[src/rtl/enigma_frame_buf.sv]
// rtl/enigma_frame_buf.sv - frame buffer between the host symbol stream and the enigma core
//
// Loads a frame of 1..DEPTH legal symbols (1..ALPHA) from the host into in_mem, feeds them one
// per cycle to the core, gathers the in-order results into out_mem, then drains them to the
// host under a valid/ready handshake.
//
// Ports:
//   clk_i, rst_i                   clock (rising edge), asynchronous active-low reset
//   start_i, frame_len_i           frame start request and length, sampled only in IDLE
//   wrap_i/wrap_valid_i/wrap_ready_o   host -> buffer symbol stream (ready only in LOAD)
//   in_en_o/in_en_valid_o          buffer -> core symbol beats (registered)
//   out_en_i/out_en_valid_i        core -> buffer results, accepted in FEED/COLLECT
//   wrap_o/wrap_valid_o/wrap_ready_i   buffer -> host result stream (DRAIN)
//   busy_o, done_o, err_o          not-idle, final-beat pulse, sticky error
//
// Configuration: ENIGMA_FRAME_BYPASS_EN adds bypass_i; a bypassed frame goes LOAD -> DRAIN and
// returns in_mem unchanged without touching the core.
module enigma_frame_buf #(
  parameter int SYMB_W = 7,
  parameter int DEPTH  = 128,
  parameter int ALPHA  = 26,
  parameter int CNT_W  = $clog2(DEPTH + 1)
) (
  input  logic              clk_i,
  input  logic              rst_i,
  input  logic              start_i,
  input  logic [CNT_W-1:0]  frame_len_i,
`ifdef ENIGMA_FRAME_BYPASS_EN
  input  logic              bypass_i,
`endif
  input  logic [SYMB_W-1:0] wrap_i,
  input  logic              wrap_valid_i,
  output logic              wrap_ready_o,
  output logic [SYMB_W-1:0] in_en_o,
  output logic              in_en_valid_o,
  input  logic [SYMB_W-1:0] out_en_i,
  input  logic              out_en_valid_i,
  output logic [SYMB_W-1:0] wrap_o,
  output logic              wrap_valid_o,
  input  logic              wrap_ready_i,
  output logic              busy_o,
  output logic              done_o,
  output logic              err_o
);

  localparam int AW = (DEPTH > 1) ? $clog2(DEPTH) : 1;
  localparam logic [CNT_W-1:0] ONE = CNT_W'(1);

  typedef enum logic [2:0] {S_IDLE, S_LOAD, S_FEED, S_COLLECT, S_DRAIN} state_t;

  state_t            state_q, state_d;
  logic [CNT_W-1:0]  len_q, len_d;
  logic [CNT_W-1:0]  wr_cnt_q, wr_cnt_d;
  logic [CNT_W-1:0]  feed_cnt_q, feed_cnt_d;
  logic [CNT_W-1:0]  ret_cnt_q, ret_cnt_d;
  logic [CNT_W-1:0]  rd_cnt_q, rd_cnt_d;
  logic              err_q, err_d;
  logic [SYMB_W-1:0] in_en_q, in_en_d;
  logic              in_en_valid_q, in_en_valid_d;
`ifdef ENIGMA_FRAME_BYPASS_EN
  logic              bypass_q, bypass_d;
`endif

  logic [SYMB_W-1:0] in_mem  [DEPTH];
  logic [SYMB_W-1:0] out_mem [DEPTH];

  logic              in_we, out_we;
  logic [AW-1:0]     in_waddr, out_waddr;
  logic [SYMB_W-1:0] drain_data;
  logic              sym_legal, len_ok, ret_ok, drain_beat, drain_last;

  assign sym_legal  = (wrap_i != '0) && (wrap_i <= SYMB_W'(ALPHA));
  assign len_ok     = (frame_len_i != '0) && (frame_len_i <= CNT_W'(DEPTH));
  // Results are only legal while the core has work outstanding and the frame is not yet full.
  assign ret_ok     = ((state_q == S_FEED) || (state_q == S_COLLECT)) && (ret_cnt_q < len_q);
  assign drain_beat = (state_q == S_DRAIN) && wrap_ready_i;
  assign drain_last = drain_beat && ((rd_cnt_q + ONE) == len_q);

`ifdef ENIGMA_FRAME_BYPASS_EN
  assign drain_data = bypass_q ? in_mem[rd_cnt_q[AW-1:0]] : out_mem[rd_cnt_q[AW-1:0]];
`else
  assign drain_data = out_mem[rd_cnt_q[AW-1:0]];
`endif

  always_comb begin
    state_d       = state_q;
    len_d         = len_q;
    wr_cnt_d      = wr_cnt_q;
    feed_cnt_d    = feed_cnt_q;
    ret_cnt_d     = ret_cnt_q;
    rd_cnt_d      = rd_cnt_q;
    err_d         = err_q;
    in_en_d       = '0;
    in_en_valid_d = 1'b0;
`ifdef ENIGMA_FRAME_BYPASS_EN
    bypass_d      = bypass_q;
`endif
    in_we         = 1'b0;
    in_waddr      = wr_cnt_q[AW-1:0];
    out_we        = 1'b0;
    out_waddr     = ret_cnt_q[AW-1:0];

    case (state_q)
      S_IDLE: begin
        if (start_i) begin
          if (len_ok) begin
            len_d      = frame_len_i;
            err_d      = 1'b0;
            wr_cnt_d   = '0;
            feed_cnt_d = '0;
            ret_cnt_d  = '0;
            rd_cnt_d   = '0;
`ifdef ENIGMA_FRAME_BYPASS_EN
            bypass_d   = bypass_i;
`endif
            state_d    = S_LOAD;
          end else begin
            err_d = 1'b1;
          end
        end
      end
      S_LOAD: begin
        // Illegal codes are still handshaken (ready is high) but leave no trace.
        if (wrap_valid_i && sym_legal) begin
          in_we    = 1'b1;
          wr_cnt_d = wr_cnt_q + ONE;
          if ((wr_cnt_q + ONE) == len_q) begin
`ifdef ENIGMA_FRAME_BYPASS_EN
            state_d = bypass_q ? S_DRAIN : S_FEED;
`else
            state_d = S_FEED;
`endif
          end
        end
      end
      S_FEED: begin
        in_en_d       = in_mem[feed_cnt_q[AW-1:0]];
        in_en_valid_d = 1'b1;
        feed_cnt_d    = feed_cnt_q + ONE;
        if ((feed_cnt_q + ONE) == len_q) begin
          state_d = S_COLLECT;
        end
      end
      S_COLLECT: begin
      end
      S_DRAIN: begin
        if (drain_beat) begin
          rd_cnt_d = rd_cnt_q + ONE;
          if (drain_last) begin
            state_d = S_IDLE;
          end
        end
      end
      default: state_d = S_IDLE;
    endcase

    // Evaluated after the FSM so a stray result beat wins over a same-cycle error clear.
    if (out_en_valid_i) begin
      if (ret_ok) begin
        out_we    = 1'b1;
        ret_cnt_d = ret_cnt_q + ONE;
      end else begin
        err_d = 1'b1;
      end
    end

    if ((state_q == S_COLLECT) && (ret_cnt_d == len_q)) begin
      state_d = S_DRAIN;
    end
  end

  always_ff @(posedge clk_i or negedge rst_i) begin
    if (!rst_i) begin
      state_q       <= S_IDLE;
      len_q         <= '0;
      wr_cnt_q      <= '0;
      feed_cnt_q    <= '0;
      ret_cnt_q     <= '0;
      rd_cnt_q      <= '0;
      err_q         <= 1'b0;
      in_en_q       <= '0;
      in_en_valid_q <= 1'b0;
`ifdef ENIGMA_FRAME_BYPASS_EN
      bypass_q      <= 1'b0;
`endif
    end else begin
      state_q       <= state_d;
      len_q         <= len_d;
      wr_cnt_q      <= wr_cnt_d;
      feed_cnt_q    <= feed_cnt_d;
      ret_cnt_q     <= ret_cnt_d;
      rd_cnt_q      <= rd_cnt_d;
      err_q         <= err_d;
      in_en_q       <= in_en_d;
      in_en_valid_q <= in_en_valid_d;
`ifdef ENIGMA_FRAME_BYPASS_EN
      bypass_q      <= bypass_d;
`endif
    end
  end

  // RAM contents survive reset; only the counters decide what is valid.
  always_ff @(posedge clk_i) begin
    if (in_we) begin
      in_mem[in_waddr] <= wrap_i;
    end
    if (out_we) begin
      out_mem[out_waddr] <= out_en_i;
    end
  end

  assign wrap_ready_o  = (state_q == S_LOAD);
  assign in_en_o       = in_en_q;
  assign in_en_valid_o = in_en_valid_q;
  assign wrap_valid_o  = (state_q == S_DRAIN);
  assign wrap_o        = wrap_valid_o ? drain_data : '0;
  assign busy_o        = (state_q != S_IDLE);
  assign done_o        = drain_last;
  assign err_o         = err_q;

endmodule

[config.mk]
export PLATFORM = sky130hd
export DESIGN_NAME = enigma_frame_buf
export DESIGN_NICKNAME = d
export VERILOG_FILES = /design/src/rtl/enigma_frame_buf.sv
export SDC_FILE = /design/constraint.sdc
export NUM_CORES = 2
export LEC_CHECK = 0
export ABC_AREA = 0
export CAP_MARGIN = 20
export CORE_ASPECT_RATIO = 0.75
export CORE_MARGIN = 3
export CORE_UTILIZATION = 50
export CTS_BUF_LIST = sky130_fd_sc_hd__clkbuf_4 sky130_fd_sc_hd__clkbuf_8
export DETAILED_ROUTE_END_ITERATION = 6
export MAX_ROUTING_LAYER = met4
export PLACE_DENSITY = 0.7
export SLEW_MARGIN = 20
export SYNTH_ARGS = -nofsm -noshare
export SYNTH_HDL_FRONTEND = slang
export SYNTH_SLANG_ARGS = --single-unit
[constraint.sdc]
create_clock -name clk_i -period 6.38 [get_ports clk_i]
set_input_delay 0.638 -clock clk_i [delete_from_list [all_inputs] [get_ports clk_i]]
set_output_delay 0.638 -clock clk_i [all_outputs]
set_load 0.05 [all_outputs]
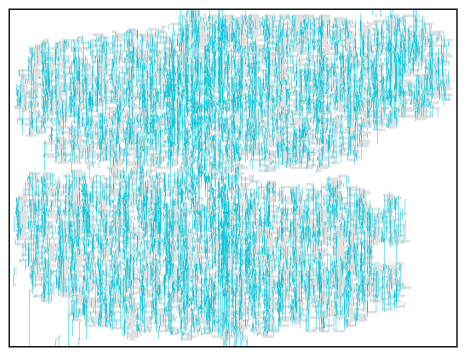
*Signal wires on met2*
(1 px per um)
The longest straight run is 83.0 um. 3226 nets have wire on it. The layer holds 44% of the routed length. The layer carries 74.0 mm of wire.

==> results.yml <==
# synthesis and place-and-route metrics
status:
  status: "complete, no violations"
synth:
  ys_sh_mux_pct: 18.5
  top_logic_kind: "multiplexers"
  syn_area_um2: 72600
  simple_gate_share_pct: 3.08
  synthAoiAreaFrac_pct: 0.804
  ys_area_um2: 72600
  edf_count: 1792
  ys_cells: 3303
cells_and_area:
  layout-drive-gt1-share_pct: 30.3
  final_common_cell: "edfxtp_1"
  post-route-cell-area_um2: 80600
  nFillCells: 10500
  final_util_pct: 56.1
  final_cell_mix: "1792 x edfxtp_1, 588 x mux4_2, 299 x clkbuf_8"
flow_run:
  warnings: 28
  maxCapViolations: 0
placement:
  place_congestion: 0.847
  hpwl_um: 102000
  io_buffers: 47
timing:
  hold_viol_final: 0
  finalSetupTns_ps: 0
  fin_worst_skew_ps: 49.6
  post-route-min-period_ps: 5800
  worst_slew_pin_slew_ps: 1150
  fin_ws_ps: 583
  rsz0062_at_grt: "no"
  maxSlewHeadroom_pct: 23.0
  slew_violations: 0
  hold_slack_ps: 97.8
global_routing:
  met1_usage_pct: 34.8
  grtUsageMet3_pct: 6.14
  grtUsageMet2_pct: 32.0
  top_usage_layer: "met1"
  grt_pass1_vias: 34900
  antenna_found_initial: 12
  grt_first_pass_wirelength_um: 245000
  overflow: 0
critical_path:
  timing.rr.end: "out_mem[58][2]$_DFFE_PP_"
  cp.arrival_ps: 5160
  r2r_cells: 7
  cp-endpoint: "wrap_o[3]"
  path_class: "register to output pin"
  crit_required_ps: 5740
  endpoint_kind: "output pin"
  reg2reg_from: "len_q[2]$_DFFE_PN0P_"
  path_max_fanout: 40
drt:
  ant_nets: 0
  m1WireLength_um: 70900
  top_layer_used: "met4"
  viasPerCell: 6.29
  route.met2.wl_um: 74000
  drcViolationCount: 0
  met3_length_um: 18100
  post_drt_wl_per_cell_um: 30.0
cts:
  cts_resized: 0
  h-tree-depth: 5
  cts-root-buf: "clkbuf_8"
  post_cts.repair.setup_buffers: 0
  cts_tree: "built"
  cts_max_path_buffers: 4
  clk_latency_ps: 1010
  ctsHoldBuffers: 2
power:
  p_comb_share_pct: 18.0
  net-switching-power_mw: 7.64
  internal_power_mw: 20.8
  vdd_drop_max_mv: 0.325
  p_leak_nw: 24.4
  pwr-share-seq_pct: 48.8
  power.share.switching_pct: 26.9
  p_clk_share_pct: 33.1
worst_hold_path:
  hold_class: "primary input to register"
  hold_path_end: "in_mem[80][3]$_DFFE_PP_"
  min_from: "wrap_i[3]"
floorplanning:
  fp_util_pct: 50.6
  ioPinCount: 48
  die_area_um2: 150000
  rows: 120
  fp.dieH_um: 336
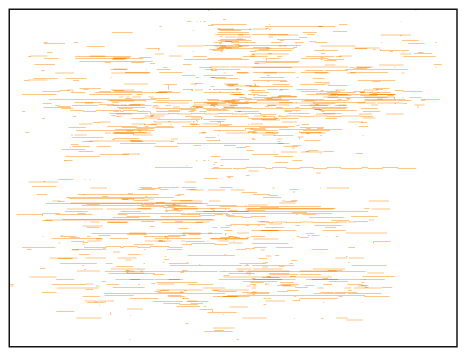
*Metal 3*
(1 px per um)
496 nets have wire on it. The layer carries 18100 um of wire. The wires run mostly horizontal. The longest straight run is 169 um. The layer holds 11% of the routed length.

## cell type report
class	instances	area [um2]	share of cell area [%]
sequential	1844	55100	68.5
multi-input combinational	1245	16700	20.7
clock buffer	366	4620	5.73
tap	1891	2370	2.94
timing repair buffer	102	1020	1.26
clock inverter	108	636	0.789
inverter	15	56.3	0.0699
antenna	8	20.0	0.0249
## synth_stat cells (4+ instances only)
cell type     n  area share (%)
and3_1       14            0.12
nor3_1       11           0.076
buf_1        13           0.067
or3b_2        4           0.048
dfrtp_1      52             1.8
nand2_1      74            0.38
nand4_1       5           0.043
nand2b_1      5           0.043
mux2_2        8            0.12
edfxtp_1   1792              74
xnor2_1      20            0.24
nand3b_1     11            0.11
mux4_2      588              18
ha_1         11            0.19
nor2b_1      13            0.11
or2_2        10           0.086
nand3_1      34            0.23
a21oi_1      20            0.14
xor2_1       12            0.14
inv_1        14           0.072
nor2_1      294             1.5
or3_1         7           0.060
mux2i_1       9            0.12
clkbuf_1    137            0.71
buf_2        48            0.33
a211oi_1      4           0.041
o21ai_0      40            0.28
o31ai_1       7           0.072
## flip-flops by register name, indices dropped and copies added (netlist names)
register,cells
err_o,1
feed_cnt_q,8
in_en_o,7
in_en_valid_o,1
in_mem,896
len_q,8
out_mem,896
rd_cnt_q,8
ret_cnt_q,8
state_q,3
wr_cnt_q,8
## power by group through the flow
stage | logic [mW] | clock network, mW | registers (mW)
finish | 5.12 | 9.40 | 13.9
global route | 5.40 | 10.1 | 13.9
CTS | 5.13 | 9.57 | 13.9
detailed placement | 5.11 | 0 | 14.1
global placement | 5.06 | 0 | 14.1
floorplan | 3.61 | 0 | 13.8
## critical path: stages (launching register included)
cell and delay [ps]:
dfrtp_4 990, buf_12 380, mux4_2 560, mux4_2 550, mux4_2 570, nand2_1 160, a21oi_1 150, clkdlybuf4s50_1 740
Power is estimated from default activity; no workload was simulated.
